### src/rtl/secure_lockout_ctrl.sv
// Access-policy controller behind the code comparator. It opens a timed unlock window
// on a match and counts consecutive failures into a timed lockout with an alarm pulse.
//
// state   | meaning
// IDLE    | waiting for a comparator verdict, attempt_ready high
// OPEN    | door released, unlock held for UNLOCK_CYCLES
// LOCKOUT | too many failures, locked_out held for LOCKOUT_CYCLES
module secure_lockout_ctrl #(
  parameter int MAX_FAILS      = 3,
  parameter int UNLOCK_CYCLES  = 8,
  parameter int LOCKOUT_CYCLES = 16,
  localparam int FW   = $clog2(MAX_FAILS + 1),
  localparam int MAXC = (UNLOCK_CYCLES > LOCKOUT_CYCLES) ? UNLOCK_CYCLES : LOCKOUT_CYCLES,
  localparam int TW   = (MAXC > 1) ? $clog2(MAXC) : 1
) (
  input  logic          clk,
  input  logic          rst_n,
  input  logic          attempt_valid,
  input  logic          go,
  input  logic          stop,
  input  logic          clr,
  output logic          attempt_ready,
  output logic          unlock,
  output logic          locked_out,
  output logic          alarm,
  output logic [FW-1:0] fail_cnt
);

  typedef enum logic [1:0] {IDLE, OPEN, LOCKOUT} state_t;

  localparam logic [FW-1:0] MAX_F      = FW'(MAX_FAILS);
  localparam logic [TW-1:0] UNLOCK_LD  = TW'(UNLOCK_CYCLES - 1);
  localparam logic [TW-1:0] LOCKOUT_LD = TW'(LOCKOUT_CYCLES - 1);

  state_t        r_state;
  logic [TW-1:0] r_timer;
  logic [FW-1:0] r_fail_cnt;
  logic          r_unlock;
  logic          r_locked_out;
  logic          r_alarm;

  logic          w_accept;
  logic          w_match;
  logic [FW-1:0] w_fail_inc;

  assign attempt_ready = (r_state == IDLE);
  assign w_accept      = attempt_valid & attempt_ready;
  // Only a clean go counts as a match; conflicting or empty verdicts are failures.
  assign w_match       = go & ~stop;
  // fail_cnt stays below MAX_FAILS while in IDLE, so this never wraps.
  assign w_fail_inc    = r_fail_cnt + 1'b1;

  always_ff @(posedge clk or negedge rst_n) begin
    if (!rst_n) begin
      r_state      <= IDLE;
      r_timer      <= '0;
      r_fail_cnt   <= '0;
      r_unlock     <= 1'b0;
      r_locked_out <= 1'b0;
      r_alarm      <= 1'b0;
    end else begin
      r_alarm <= 1'b0;
      if (clr) begin
        r_state      <= IDLE;
        r_timer      <= '0;
        r_fail_cnt   <= '0;
        r_unlock     <= 1'b0;
        r_locked_out <= 1'b0;
      end else begin
        case (r_state)
          IDLE: begin
            if (w_accept) begin
              if (w_match) begin
                r_state    <= OPEN;
                r_fail_cnt <= '0;
                r_timer    <= UNLOCK_LD;
                r_unlock   <= 1'b1;
              end else if (w_fail_inc == MAX_F) begin
                r_state      <= LOCKOUT;
                r_fail_cnt   <= MAX_F;
                r_timer      <= LOCKOUT_LD;
                r_locked_out <= 1'b1;
                r_alarm      <= 1'b1;
              end else begin
                r_fail_cnt <= w_fail_inc;
              end
            end
          end
          OPEN: begin
            if (r_timer == '0) begin
              r_state  <= IDLE;
              r_unlock <= 1'b0;
            end else begin
              r_timer <= r_timer - 1'b1;
            end
          end
          LOCKOUT: begin
            if (r_timer == '0) begin
              r_state      <= IDLE;
              r_fail_cnt   <= '0;
              r_locked_out <= 1'b0;
            end else begin
              r_timer <= r_timer - 1'b1;
            end
          end
          default: begin
            r_state      <= IDLE;
            r_timer      <= '0;
            r_fail_cnt   <= '0;
            r_unlock     <= 1'b0;
            r_locked_out <= 1'b0;
          end
        endcase
      end
    end
  end

  assign unlock     = r_unlock;
  assign locked_out = r_locked_out;
  assign alarm      = r_alarm;
  assign fail_cnt   = r_fail_cnt;

endmodule
### config.mk
export PLATFORM = sky130hd
export DESIGN_NAME = secure_lockout_ctrl
export DESIGN_NICKNAME = d
export VERILOG_FILES = /design/src/rtl/secure_lockout_ctrl.sv
export SDC_FILE = /design/constraint.sdc
export NUM_CORES = 1
export LEC_CHECK = 0
export CAP_MARGIN = 10
export CORE_MARGIN = 5
export CORE_UTILIZATION = 46
export CTS_CLUSTER_SIZE = 16
export DETAILED_ROUTE_END_ITERATION = 10
export HOLD_SLACK_MARGIN = 0.15
export PLACE_DENSITY = 0.73
export SYNTH_ARGS = -nofsm -noshare
export SYNTH_HDL_FRONTEND = slang
export SYNTH_SLANG_ARGS = --single-unit
export TNS_END_PERCENT = 1
### constraint.sdc
create_clock -name clk -period 1.5 [get_ports clk]
set_input_delay 0.3 -clock clk [delete_from_list [all_inputs] [get_ports clk]]
set_output_delay 0.3 -clock clk [all_outputs]
set_load 0.01 [all_outputs]
==> results.json, run 1 <==
{
  "dieWidth_um": 50.1,
  "min_period_ps": 1490,
  "clock_area_frac": 0.0231,
  "clock_skew_ps": 2.72,
  "post_cts_resized": 5,
  "timing.reg2reg.setup_slack_ps": 10,
  "rsz0062_at_grt": "true",
  "path_delay_family": "AND-OR/OR-AND gates",
  "switching_share": 0.332,
  "ant_nets": 0,
  "overflow": 0,
  "grt_pass1_wl_um": 2790,
  "hp-class": "in2async",
  "io_buffers": 11,
  "status": "completed",
  "worst_pin_slew_ps": 510,
  "antenna_found_initial": 0,
  "fill_cells": 116,
  "cts_max_level": 1,
  "num-nonclk-inverters": 7,
  "lay_top_cells": "buf_4 (21), dfrtp_1 (11), clkdlybuf4s50_1 (7)",
  "p_per_area_mw_per_mm2": 858,
  "p_comb_frac": 0.408,
  "coreArea_mm2": 0.00152,
  "largest_reg_flops": 4,
  "row_count": 14,
  "numCtsBuffers": 3,
  "p_leak_uw": 0.000584,
  "path_cells": "buf_4, o31a_2, o21ai_1, a21oi_1, mux2_4",
  "p_int_uw": 652,
  "post-dp-hpwl_um": 1330,
  "dp_slack_ps": -224,
  "synth_top_area_share": 0.372,
  "top_cell": "dfrtp_1",
  "timing.slew.headroom": 0.659,
  "drt_iter0_drc": 8,
  "crit_cells": 5,
  "dp_cells": 124,
  "period_used_share": 0.990
}
run 1: power by group through the flow:
stage               Clock (uW)  Combinational (uW)  Sequential (uW)
floorplan                    0                 185              371
global placement             0                 342              370
detailed placement           0                 351              370
CTS                        210                 359              368
global route               222                 441              379
finish                     203                 399              374
run 1: logic make-up (layout without fill, tap and decap cells):
kind of cell               after synthesis  in the layout  share of synthesized area
DFF                                     11             11                      0.372
and+or+nand+nor                         25             25                      0.208
xor gates and xnor gates                 1              1                     0.0118
buffers and inverters                    7             43                     0.0355
muxes                                    1              1                     0.0152
adders and majority gates                7              7                      0.118
AOI/OAI and AO/OA                       25             25                      0.240
Run 1, metal layers overlaid:
(10 px per um) Only two layers are drawn.
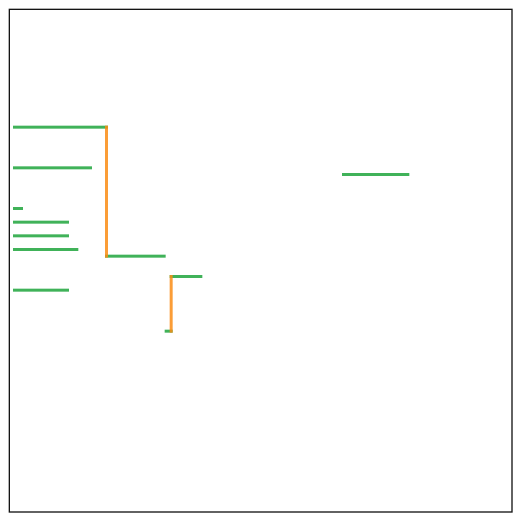
| colour | layer | wire length |
|---|---|---|
| green | met3 | 55.0 um |
| orange | met4 | 18.4 um |
Total Wirelength: 1790 um
Avg WL per Cell: 13.9 um
total global-route track usage: 0.143
total number of vias: 705

Run 1, sequential cells coloured by netlist name:
(10 px per um)
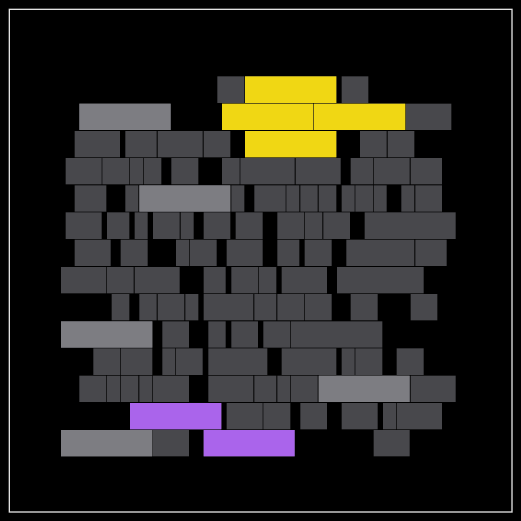
| colour | signal | sequential cells |
|---|---|---|
| yellow | `r_timer` | 4 |
| purple | `r_state` | 2 |
not coloured: 5
fraction of area in registers: 0.242
Core Util, Final: 0.746
sequential power: 374 uW
FF+latch area: 275 um2

Run 1, routing congestion map:
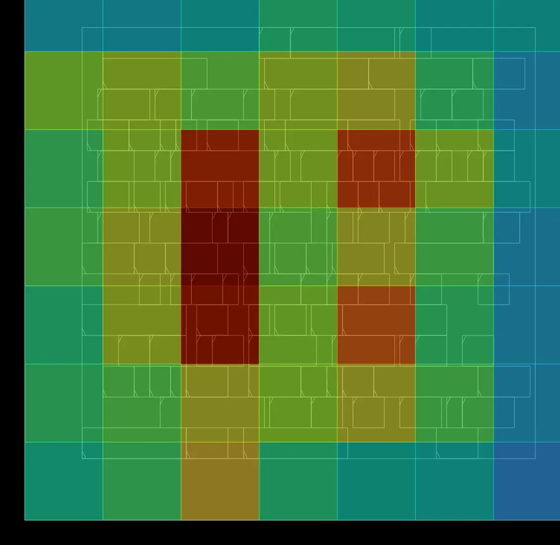
most used routing layer: met2
global-route met1 utilization: 0.183
met2 Use GR: 0.232
GRT met3 Usage: 0.0211

Run 1, met1 routing:
(12 px per um) Supply wires on this layer in grey.
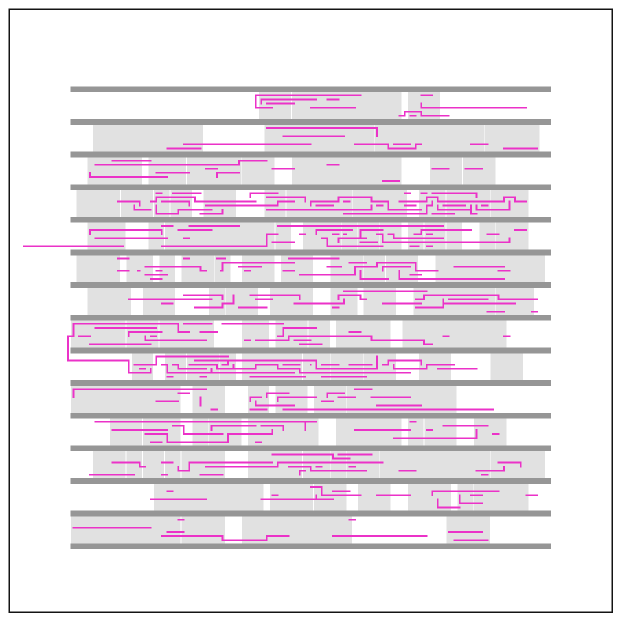
main direction: horizontal
share of all routed wire: 48%
wire length on this layer: 857 um
longest straight run: 18.4 um
nets with wire on the layer: 113

Run 1, met3 routing:
(8 px per um)
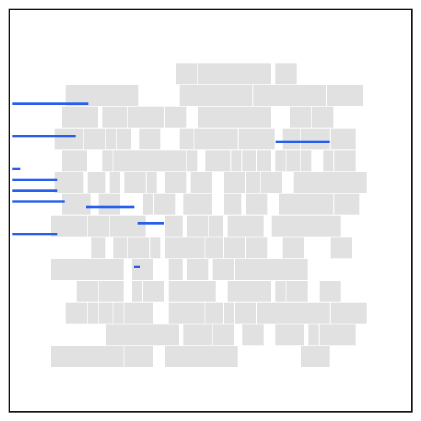

==> inputs of run 2 (changes only) <==
--- a/config.mk
+++ b/config.mk
@@ -6,7 +6,7 @@
 export NUM_CORES = 1
 export LEC_CHECK = 0
 export CAP_MARGIN = 10
-export CORE_MARGIN = 5
+export CORE_MARGIN = 10
 export CORE_UTILIZATION = 46
 export CTS_CLUSTER_SIZE = 16
 export DETAILED_ROUTE_END_ITERATION = 10
Run 2, met3 routing:
(6 px per um)
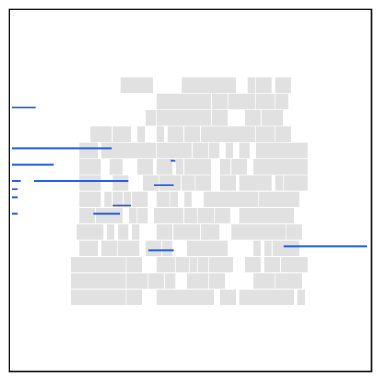
share of all routed wire: 3.7%
longest straight run: 16.3 um
nets with wire on the layer: 11
GRT met3 Usage: 0.0275
total number of vias: 722
Total Wirelength: 1960 um

Run 2, sequential cells coloured by netlist name:
(8 px per um)
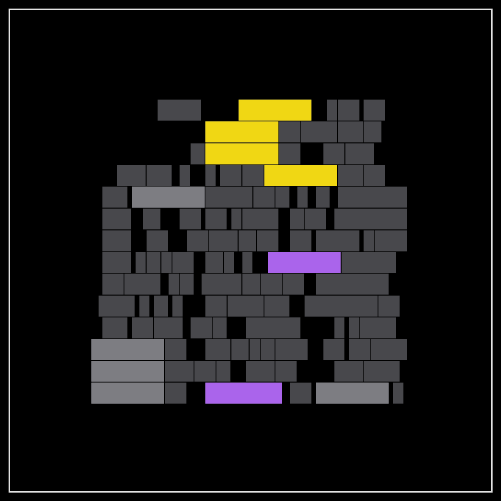
| colour | signal | sequential cells |
|---|---|---|
| yellow | `r_timer` | 4 |
| purple | `r_state` | 2 |
not coloured: 5

==> results.json, run 2 <==
{
  "status": "completed",
  "p_clk_uw": 202,
  "ys_sh_mux": 0.0152,
  "regArea_um2": 277,
  "rsz0062_at_grt": "true",
  "grtUsageTotal": 0.115,
  "coreArea_mm2": 0.00151,
  "dp_cells": 123,
  "cts_max_level": 1,
  "ys_sh_aoi": 0.240,
  "largest_reg_flops": 4,
  "p_int_uw": 663,
  "adder_share": 0.118,
  "lay_top_cells": "buf_4 (19), dfrtp_1 (10), clkdlybuf4s50_1 (7)",
  "timing.reg2reg.setup_slack_ps": 20,
  "top_power_group": "combinational cells",
  "worst_pin_slew_ps": 530,
  "grt_pass1_wl_um": 3190,
  "p_comb_uw": 415,
  "timing.slew.headroom": 0.646,
  "post-dp-hpwl_um": 1510
}
[run 2: cell counts after synthesis]
Identical to the previous run, type by type.
[run 2: worst max path at each step]
stage	from	to	slack [ps]	depth (start not counted)
global placement	clr	r_timer[3]$_DFFE_PN0P_	-150	5
floorplan	r_timer[0]$_DFFE_PN0P_	r_timer[3]$_DFFE_PN0P_	2	6
finish	r_timer[1]$_DFFE_PN0P_	r_timer[3]$_DFFE_PN0P_	20	6
detailed placement	clr	r_timer[3]$_DFFE_PN0P_	-190	5
global route	r_state[1]$_DFFE_PN0P_	fail_cnt[1]$_DFFE_PN0P_	-50	6
CTS	r_timer[0]$_DFFE_PN0P_	r_timer[3]$_DFFE_PN0P_	-30	6
Power figures rest on the tool's default switching activity, not on a simulated workload.
